Figure 1. M4 wires (run 1).
Drawn at 3 px/µm.
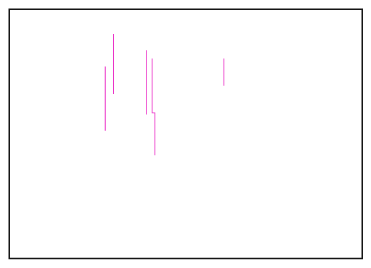
Figure 2. Wiring by layer (run 1).
Drawn at 2 px/µm. Only two layers are drawn.
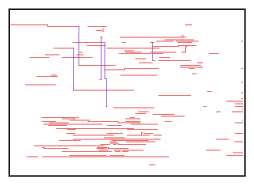
Figure 3. Gate families picked out (run 1).
Drawn at 3 px/µm.
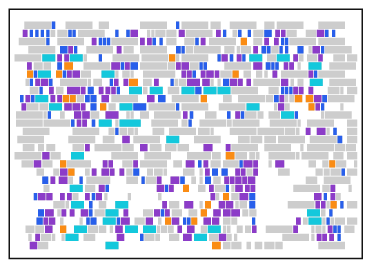
`src/rtl/note_pkg.sv`:
```
// ----------------------------------------------------------------------------
// note_pkg
// Shared constants, types and helpers for the note player voice.
//   - Field widths for note codes, durations, phase accumulator and samples
//   - Well-known note codes and the codec sample rate
//   - Voice state encoding
//   - Conversion from an accumulator phase to a signed sawtooth sample
// ----------------------------------------------------------------------------
package note_pkg;

    localparam int NOTE_WIDTH     = 6;
    localparam int DURATION_WIDTH = 6;
    localparam int PHASE_WIDTH    = 22;
    localparam int SAMPLE_WIDTH   = 16;

    localparam logic [NOTE_WIDTH-1:0] NOTE_REST = 6'd0;
    localparam logic [NOTE_WIDTH-1:0] NOTE_A4   = 6'd49;
    localparam int                    SAMPLE_RATE = 48000;

    typedef enum logic {
        IDLE    = 1'b0,
        PLAYING = 1'b1
    } state_t;

    // The sawtooth is the top bits of the phase accumulator. Inverting the
    // MSB turns an unsigned ramp 0..FFFF into a signed ramp -32768..32767.
    function automatic logic [SAMPLE_WIDTH-1:0] phaseToSample(
        input logic [PHASE_WIDTH-1:0] phase
    );
        logic [SAMPLE_WIDTH-1:0] top;
        top = phase[PHASE_WIDTH-1 -: SAMPLE_WIDTH];
        return top ^ {1'b1, {(SAMPLE_WIDTH-1){1'b0}}};
    endfunction

endpackage

```
`src/rtl/note_step_rom.sv`:
```
// ----------------------------------------------------------------------------
// note_step_rom
// Combinational lookup from a note code to the phase increment added to the
// accumulator on every 48 kHz sample strobe.
//   step = round(440 * 2^((n-49)/12) * 2^22 / 48000), code 0 (rest) = 0
// Ports:
//   i_note  in   NOTE_WIDTH   note code
//   o_step  out  PHASE_WIDTH  phase increment per sample
// ----------------------------------------------------------------------------
module note_step_rom
    import note_pkg::*;
(
    input  logic [NOTE_WIDTH-1:0]  i_note,
    output logic [PHASE_WIDTH-1:0] o_step
);

    // One equal-tempered semitone per code; code 49 lands on A4 = 440 Hz and
    // every 12 codes doubles the step (one octave up).
    always_comb begin
        o_step = '0;
        case (i_note)
            6'd1:  o_step = 22'd2403;
            6'd2:  o_step = 22'd2546;
            6'd3:  o_step = 22'd2697;
            6'd4:  o_step = 22'd2858;
            6'd5:  o_step = 22'd3028;
            6'd6:  o_step = 22'd3208;
            6'd7:  o_step = 22'd3398;
            6'd8:  o_step = 22'd3600;
            6'd9:  o_step = 22'd3815;
            6'd10: o_step = 22'd4041;
            6'd11: o_step = 22'd4282;
            6'd12: o_step = 22'd4536;
            6'd13: o_step = 22'd4806;
            6'd14: o_step = 22'd5092;
            6'd15: o_step = 22'd5395;
            6'd16: o_step = 22'd5715;
            6'd17: o_step = 22'd6055;
            6'd18: o_step = 22'd6415;
            6'd19: o_step = 22'd6797;
            6'd20: o_step = 22'd7201;
            6'd21: o_step = 22'd7629;
            6'd22: o_step = 22'd8083;
            6'd23: o_step = 22'd8563;
            6'd24: o_step = 22'd9072;
            6'd25: o_step = 22'd9612;
            6'd26: o_step = 22'd10184;
            6'd27: o_step = 22'd10789;
            6'd28: o_step = 22'd11431;
            6'd29: o_step = 22'd12110;
            6'd30: o_step = 22'd12830;
            6'd31: o_step = 22'd13593;
            6'd32: o_step = 22'd14402;
            6'd33: o_step = 22'd15258;
            6'd34: o_step = 22'd16165;
            6'd35: o_step = 22'd17127;
            6'd36: o_step = 22'd18145;
            6'd37: o_step = 22'd19224;
            6'd38: o_step = 22'd20367;
            6'd39: o_step = 22'd21578;
            6'd40: o_step = 22'd22861;
            6'd41: o_step = 22'd24221;
            6'd42: o_step = 22'd25661;
            6'd43: o_step = 22'd27187;
            6'd44: o_step = 22'd28803;
            6'd45: o_step = 22'd30516;
            6'd46: o_step = 22'd32331;
            6'd47: o_step = 22'd34253;
            6'd48: o_step = 22'd36290;
            6'd49: o_step = 22'd38448;
            6'd50: o_step = 22'd40734;
            6'd51: o_step = 22'd43156;
            6'd52: o_step = 22'd45722;
            6'd53: o_step = 22'd48441;
            6'd54: o_step = 22'd51322;
            6'd55: o_step = 22'd54373;
            6'd56: o_step = 22'd57607;
            6'd57: o_step = 22'd61032;
            6'd58: o_step = 22'd64661;
            6'd59: o_step = 22'd68506;
            6'd60: o_step = 22'd72580;
            6'd61: o_step = 22'd76896;
            6'd62: o_step = 22'd81468;
            6'd63: o_step = 22'd86312;
            default: o_step = '0;
        endcase
    end

endmodule

```
`src/rtl/note_player.sv`:
```
// ----------------------------------------------------------------------------
// note_player
// One voice of the three-voice synth. Latches a note and a duration on a load
// pulse, produces a signed sawtooth sample on every codec strobe and pulses
// done_with_note once the note's beats have been used up.
// Ports:
//   clk                   in   system clock
//   reset                 in   asynchronous active-high reset
//   play_enable           in   1 = run, 0 = freeze (loads still accepted)
//   load_new_note         in   one-cycle pulse capturing note/duration
//   note_to_load          in   note code, 0 = rest
//   duration_to_load      in   length in beats (0 behaves as 1)
//   beat                  in   one-cycle beat tick
//   generate_next_sample  in   one-cycle 48 kHz strobe
//   sample_out            out  registered signed sample
//   new_sample_ready      out  one-cycle pulse, sample_out valid
//   done_with_note        out  one-cycle pulse at end of note
//   busy                  out  high while PLAYING
// ----------------------------------------------------------------------------
module note_player
    import note_pkg::*;
(
    input  logic                      clk,
    input  logic                      reset,
    input  logic                      play_enable,
    input  logic                      load_new_note,
    input  logic [NOTE_WIDTH-1:0]     note_to_load,
    input  logic [DURATION_WIDTH-1:0] duration_to_load,
    input  logic                      beat,
    input  logic                      generate_next_sample,
    output logic [SAMPLE_WIDTH-1:0]   sample_out,
    output logic                      new_sample_ready,
    output logic                      done_with_note,
    output logic                      busy
);

    localparam logic [DURATION_WIDTH-1:0] ONE_BEAT = DURATION_WIDTH'(1);

    state_t                    r_state;
    logic [PHASE_WIDTH-1:0]    r_phase;
    logic [PHASE_WIDTH-1:0]    r_step;
    logic [DURATION_WIDTH-1:0] r_beatsLeft;
    logic [SAMPLE_WIDTH-1:0]   r_sample;
    logic                      r_ready;
    logic                      r_done;
    logic                      r_busy;

    logic [PHASE_WIDTH-1:0]    w_loadStep;
    logic [PHASE_WIDTH-1:0]    w_nextPhase;
    logic                      w_strobe;
    logic                      w_beatTick;

    // Step for the note being offered on the load port; only used on a load.
    note_step_rom u_stepRom (
        .i_note (note_to_load),
        .o_step (w_loadStep)
    );

    // Phase wraps naturally at 2^PHASE_WIDTH, which is what makes the ramp
    // a periodic sawtooth.
    assign w_nextPhase = r_phase + r_step;
    assign w_strobe    = play_enable & generate_next_sample;
    assign w_beatTick  = play_enable & beat;

    // Single state machine for the voice. The sample path is evaluated first
    // from the current phase/step, so a load or final beat landing on the same
    // edge as a strobe still produces a sample from the old note; the load
    // branch comes later so its phase clear wins over the phase advance.
    // A load always takes priority over the beat countdown, which is how a
    // restart on the final beat avoids a done pulse.
    always_ff @(posedge clk or posedge reset) begin
        if (reset) begin
            r_state     <= IDLE;
            r_phase     <= '0;
            r_step      <= '0;
            r_beatsLeft <= '0;
            r_sample    <= '0;
            r_ready     <= 1'b0;
            r_done      <= 1'b0;
            r_busy      <= 1'b0;
        end else begin
            r_ready <= 1'b0;
            r_done  <= 1'b0;

            if (w_strobe) begin
                r_ready <= 1'b1;
                if (r_state == PLAYING && r_step != '0) begin
                    r_phase  <= w_nextPhase;
                    r_sample <= phaseToSample(w_nextPhase);
                end else begin
                    r_sample <= '0;
                end
            end

            if (load_new_note) begin
                r_state     <= PLAYING;
                r_busy      <= 1'b1;
                r_step      <= w_loadStep;
                r_beatsLeft <= duration_to_load;
                r_phase     <= '0;
            end else if (r_state == PLAYING && w_beatTick) begin
                if (r_beatsLeft <= ONE_BEAT) begin
                    r_done      <= 1'b1;
                    r_state     <= IDLE;
                    r_busy      <= 1'b0;
                    r_beatsLeft <= '0;
                end else begin
                    r_beatsLeft <= r_beatsLeft - ONE_BEAT;
                end
            end
        end
    end

    assign sample_out       = r_sample;
    assign new_sample_ready = r_ready;
    assign done_with_note   = r_done;
    assign busy             = r_busy;

endmodule

```
`config.mk`:
```
export PLATFORM = sky130hd
export DESIGN_NAME = note_player
export DESIGN_NICKNAME = d
export VERILOG_FILES = /design/src/rtl/note_pkg.sv /design/src/rtl/note_step_rom.sv /design/src/rtl/note_player.sv
export SDC_FILE = /design/constraint.sdc
export NUM_CORES = 1
export LEC_CHECK = 0
export CAP_MARGIN = 20
export CORE_ASPECT_RATIO = 0.7
export CORE_MARGIN = 1
export CORE_UTILIZATION = 60
export CTS_CLUSTER_DIAMETER = 150
export DETAILED_ROUTE_END_ITERATION = 12
export PLACE_DENSITY = 0.78
export RECOVER_POWER = 100
export SYNTH_ARGS = -nofsm -noshare
export SYNTH_HDL_FRONTEND = slang
export SYNTH_HIERARCHICAL = 1
export SYNTH_SLANG_ARGS = --single-unit
```
`constraint.sdc`:
```
create_clock -name clk -period 6.5 [get_ports clk]
set_input_delay 0.65 -clock clk [delete_from_list [all_inputs] [get_ports clk]]
set_output_delay 0.65 -clock clk [all_outputs]
set_load 0.05 [all_outputs]
```
==> qor.txt, run 1 <==
status: finished, violations left
failing checks: max-capacitance violations, max-slew violations
Max rail drop VDD: 168 µV
multi-input combinational gate total: 529
htree depth: 3
Chip Height: 82.6 µm
CTS root buf: clkbuf_16
worst path bufs/invs: 3
max-cap violations: 2
GR met1 Demand/Resource: 0.468
top cells by count: 92 x nand2_1, 69 x dfrtp_1, 57 x a21oi_1, 39 x nor2_1, 39 x o21ai_0
hold depth: 2
initial antenna violation count: 0
Overall Power: 1.55 mW
Die Wd: 117 µm
crit start category: input pin
Post-synth EDFFs: 0
dominant register cell: dfrtp_1
site row count: 28
uppermost layer routed: met4
Stages on worst setup path: 3
Fin. Hold Viols: 0
Tool Warnings: 37
gpl congestion: 0.983
pin count of the biggest net entering global routing: 77
Comb area: 3520 µm²
PD cells: 252 nW/µm²
Syn. warnings: 6
Pleak: 2.72 nW
worst reg2reg path depth: 7
Seq pwr share: 0.348
most frequent cell after synthesis: nand2_1
Routed Antenna Nets: 0
Core Util, Final: 0.704
CP Capture Type: async pin
CTS tree: done
Non-Filler Instances: 793
Main power group: combinational logic
Inserted Clock Buffers: 9
Worst path top cell family by delay: buffers and inverters
worst r2r src: r_step[1]
Final Skew: 5.46 ps
Fill cells: 694
Max Slew Vio Count: 130
Back to the opening pictures, Figure 1:
The layer carries 104 µm of wire. The longest straight run is 21.1 µm. The wires run mostly vertical. The layer holds 0.71% of the routed length. 5 nets have wire on it.

Back to the opening pictures, Figure 2:
Red shows metal 3, wire length 1240 µm. Purple shows metal 4, wire length 104 µm.

Back to the opening pictures, Figure 3:
Cyan shows adder and majority cells, cells 36, most used ha_1, where all over the die. Blue shows NAND gates, cells 122, most used nand2_1, where all over the die. Orange shows AND and OR gates, cells 27, most used or3_1, where all over the die. Purple shows inverting AOI/OAI gates, cells 172, most used a21oi_1, where all over the die.

run 1: cell families after synthesis:
group | after synthesis | share of synthesized area
multiplexers | 37 | 0.0807
flip-flops | 69 | 0.310
XOR/XNOR | 11 | 0.0173
AND-OR/OR-AND | 210 | 0.253
AND/OR/NAND/NOR | 230 | 0.200
buffers and inverters | 63 | 0.0551
other | 1 | 0.000674
adder cells (fa/ha/maj) | 36 | 0.0822
run 1: layout by cell type (no fill, tap or decap), types with 15 or more instances in the layout:
cell type	n
dlygate4sd3_1	21
a21oi_1	58
ha_1	35
mux2_2	25
nor2b_1	16
o21ai_0	42
nand2_1	92
nor2_1	39
inv_1	15
dfrtp_1	69
Figure 4. Ports around the boundary (run 1).
Drawn at 3 px/µm. Pins as bars across the die edge, other pins in gray.
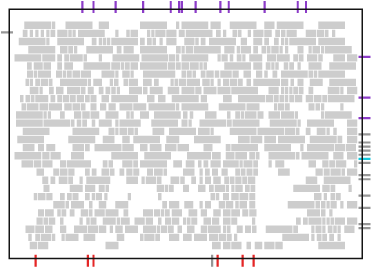

--- run 2 (diff from run 1) ---
- clock period: 6.5 -> 3.8 ns (I/O delays scaled with it)
Figure 5. Ports around the boundary (run 2).
Drawn at 3 px/µm. Pins as bars across the die edge, other pins in gray.
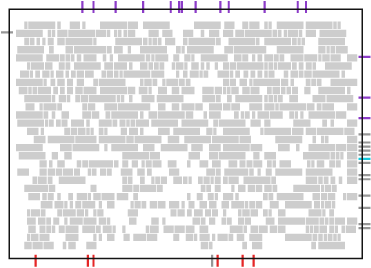
Red shows `note_to_load`, pins 6, direction input, edge bottom. Cyan shows `beat`, pins 1, direction input, edge right. Purple shows `sample_out`, pins 16, direction output, edge 13 top, 3 right.
All pins by edge: 16 right, 13 top, 7 bottom, 1 left.

==> run 2 against run 1 <==
The flow still finishes with violations (max-capacitance violations, max-slew violations). Area after synthesis stayed put. Via count increased by 0.80%. Clock power up 110%. Worst setup slack worse by 1800 ps. Critical endpoint is now r_step[12].
==> qor.txt, run 2 <==
Routed Antenna Nets: 0 (unchanged)
Starting DRT DRC Count: 590
worst hold margin: 470 ps
RSZ-0062 raised after global routing: false
CTS tree: done
CP Capture Point: r_step[12]
Non-Filler Instances: 798 (+0.63%)
Syn Inst Count: 657
worst path bufs/invs: 2 (-1)
CP Capture Type: register
status: finished, violations left
Yosys Instances: 657
dominant register cell: dfrtp_1
CTS root buf: clkbuf_16
clk latency late pin: 330 ps
Core Util, Final: 0.715 (+0.0113)
Crit Path Max Fanout: 17
flop-to-flop setup slack: 730 ps
site row count: 28 (unchanged)
Chip Height: 82.6 µm (unchanged)
failing checks: max-capacitance violations, max-slew violations
initial antenna violation count: 0 (unchanged)
Fill cells: 657 (-5.3%)
Worst path top cell family by delay: buffers and inverters
Max rail drop VDD: 374 µV (+120%)
biggest area cells: dfrtp_1 31%, ha_1 7.9%, nand2_1 6.2%
slowest CP cell: clkbuf_1
Yosys Chip Area: 5570 µm²
Top non-seq family: AND-OR/OR-AND gates
DP Worst Slack: 835 ps
Post-synth seq share: 0.310
Max Slew Vio Count: 105 (-19%)
yosys xor share: 0.0173 (unchanged)
Final Skew: 7.99 ps (+2.53 ps)
hold depth: 2 (unchanged)
most frequent cell after synthesis: nand2_1
TNS Setup: 0 ps
Critical Path Source: note_to_load[1]
Pleak: 2.76 nW (+1.8%)
Post-synth EDFFs: 0 (unchanged)
Inserted Clock Buffers: 9 (unchanged)
Overall Power: 2.82 mW (+82%)
worst reg2reg path depth: 7 (unchanged)
mapped cell area: 5570 µm²
Syn. warnings: 6 (unchanged)
htree depth: 3 (unchanged)
IO Port Bufs: 36
largest area contributor in the netlist: dfrtp_1
headroom to the max-slew limit: -0.135
Routed met2 length: 6590 µm
Stages on worst setup path: 8 (+5)
Fin. Hold Viols: 0 (unchanged)
post-layout min period: 3140 ps
worst r2r src: r_step[2]
top cells by count: 92 x nand2_1, 69 x dfrtp_1, 57 x a21oi_1, 39 x nor2_1, 39 x o21ai_0
crit start category: input pin
fin worst setup slack: 657 ps
vias per cell: 6.48
Mux area share: 0.0807 (unchanged)
most frequent logic cell in the layout: nand2_1
Tool Warnings: 37 (unchanged)
Adder Share, Synth: 0.0822 (unchanged)
share of flip-flops with an asynchronous set or reset: 1.00
Die Wd: 117 µm (unchanged)
max-cap violations: 2 (unchanged)
yosys aoi share: 0.253 (unchanged)
via count: 5171
PD cells: 453 nW/µm² (+79%)
Comb area: 3530 µm² (+0.18%)
pin count of the biggest net entering global routing: 70 (-9.1%)
Top Layout Cells: 92 x nand2_1, 69 x dfrtp_1, 57 x a21oi_1, 41 x o21ai_0, 39 x nor2_1
Hold-fix buffers, CTS: 0
Worst Tran Pin Value: 1700 ps
total congestion overflow: 0
layout cells sized above 1: 0.0973
Simple-Gate Area Share: 0.200 (unchanged)
uppermost layer routed: met4
final setup vio count: 0
gpl congestion: 0.960 (-2.4%)
Post-CTS Setup Bufs: 0
run 2: metal layers:
layer | vias to the layer above | GRT usage
met5 | - | 0
met4 | 0 | 0.0759
met3 | 21 | 0.0737
met2 | 258 | 0.485
met1 | 2462 | 0.481
li1 | 2430 | -
run 2: final cells by class:
cell class / count / share of cell area
multi-input cells: 529 / 0.566
flip-flops and latches: 69 / 0.277
repair buffers: 48 / 0.0688
clock buffers: 9 / 0.0361
well taps: 120 / 0.0241
clock inverters: 6 / 0.0179
inverters: 17 / 0.0102
run 2: report_power, final:
| group | switching (mW) | internal [mW] |
|---|---|---|
| sequential | 0.0833 | 0.841 |
| clock | 0.318 | 0.638 |
| combinational | 0.600 | 0.343 |
| total | 1.00 | 1.82 |
No activity file was given, so power comes from the tool's default toggle rates.
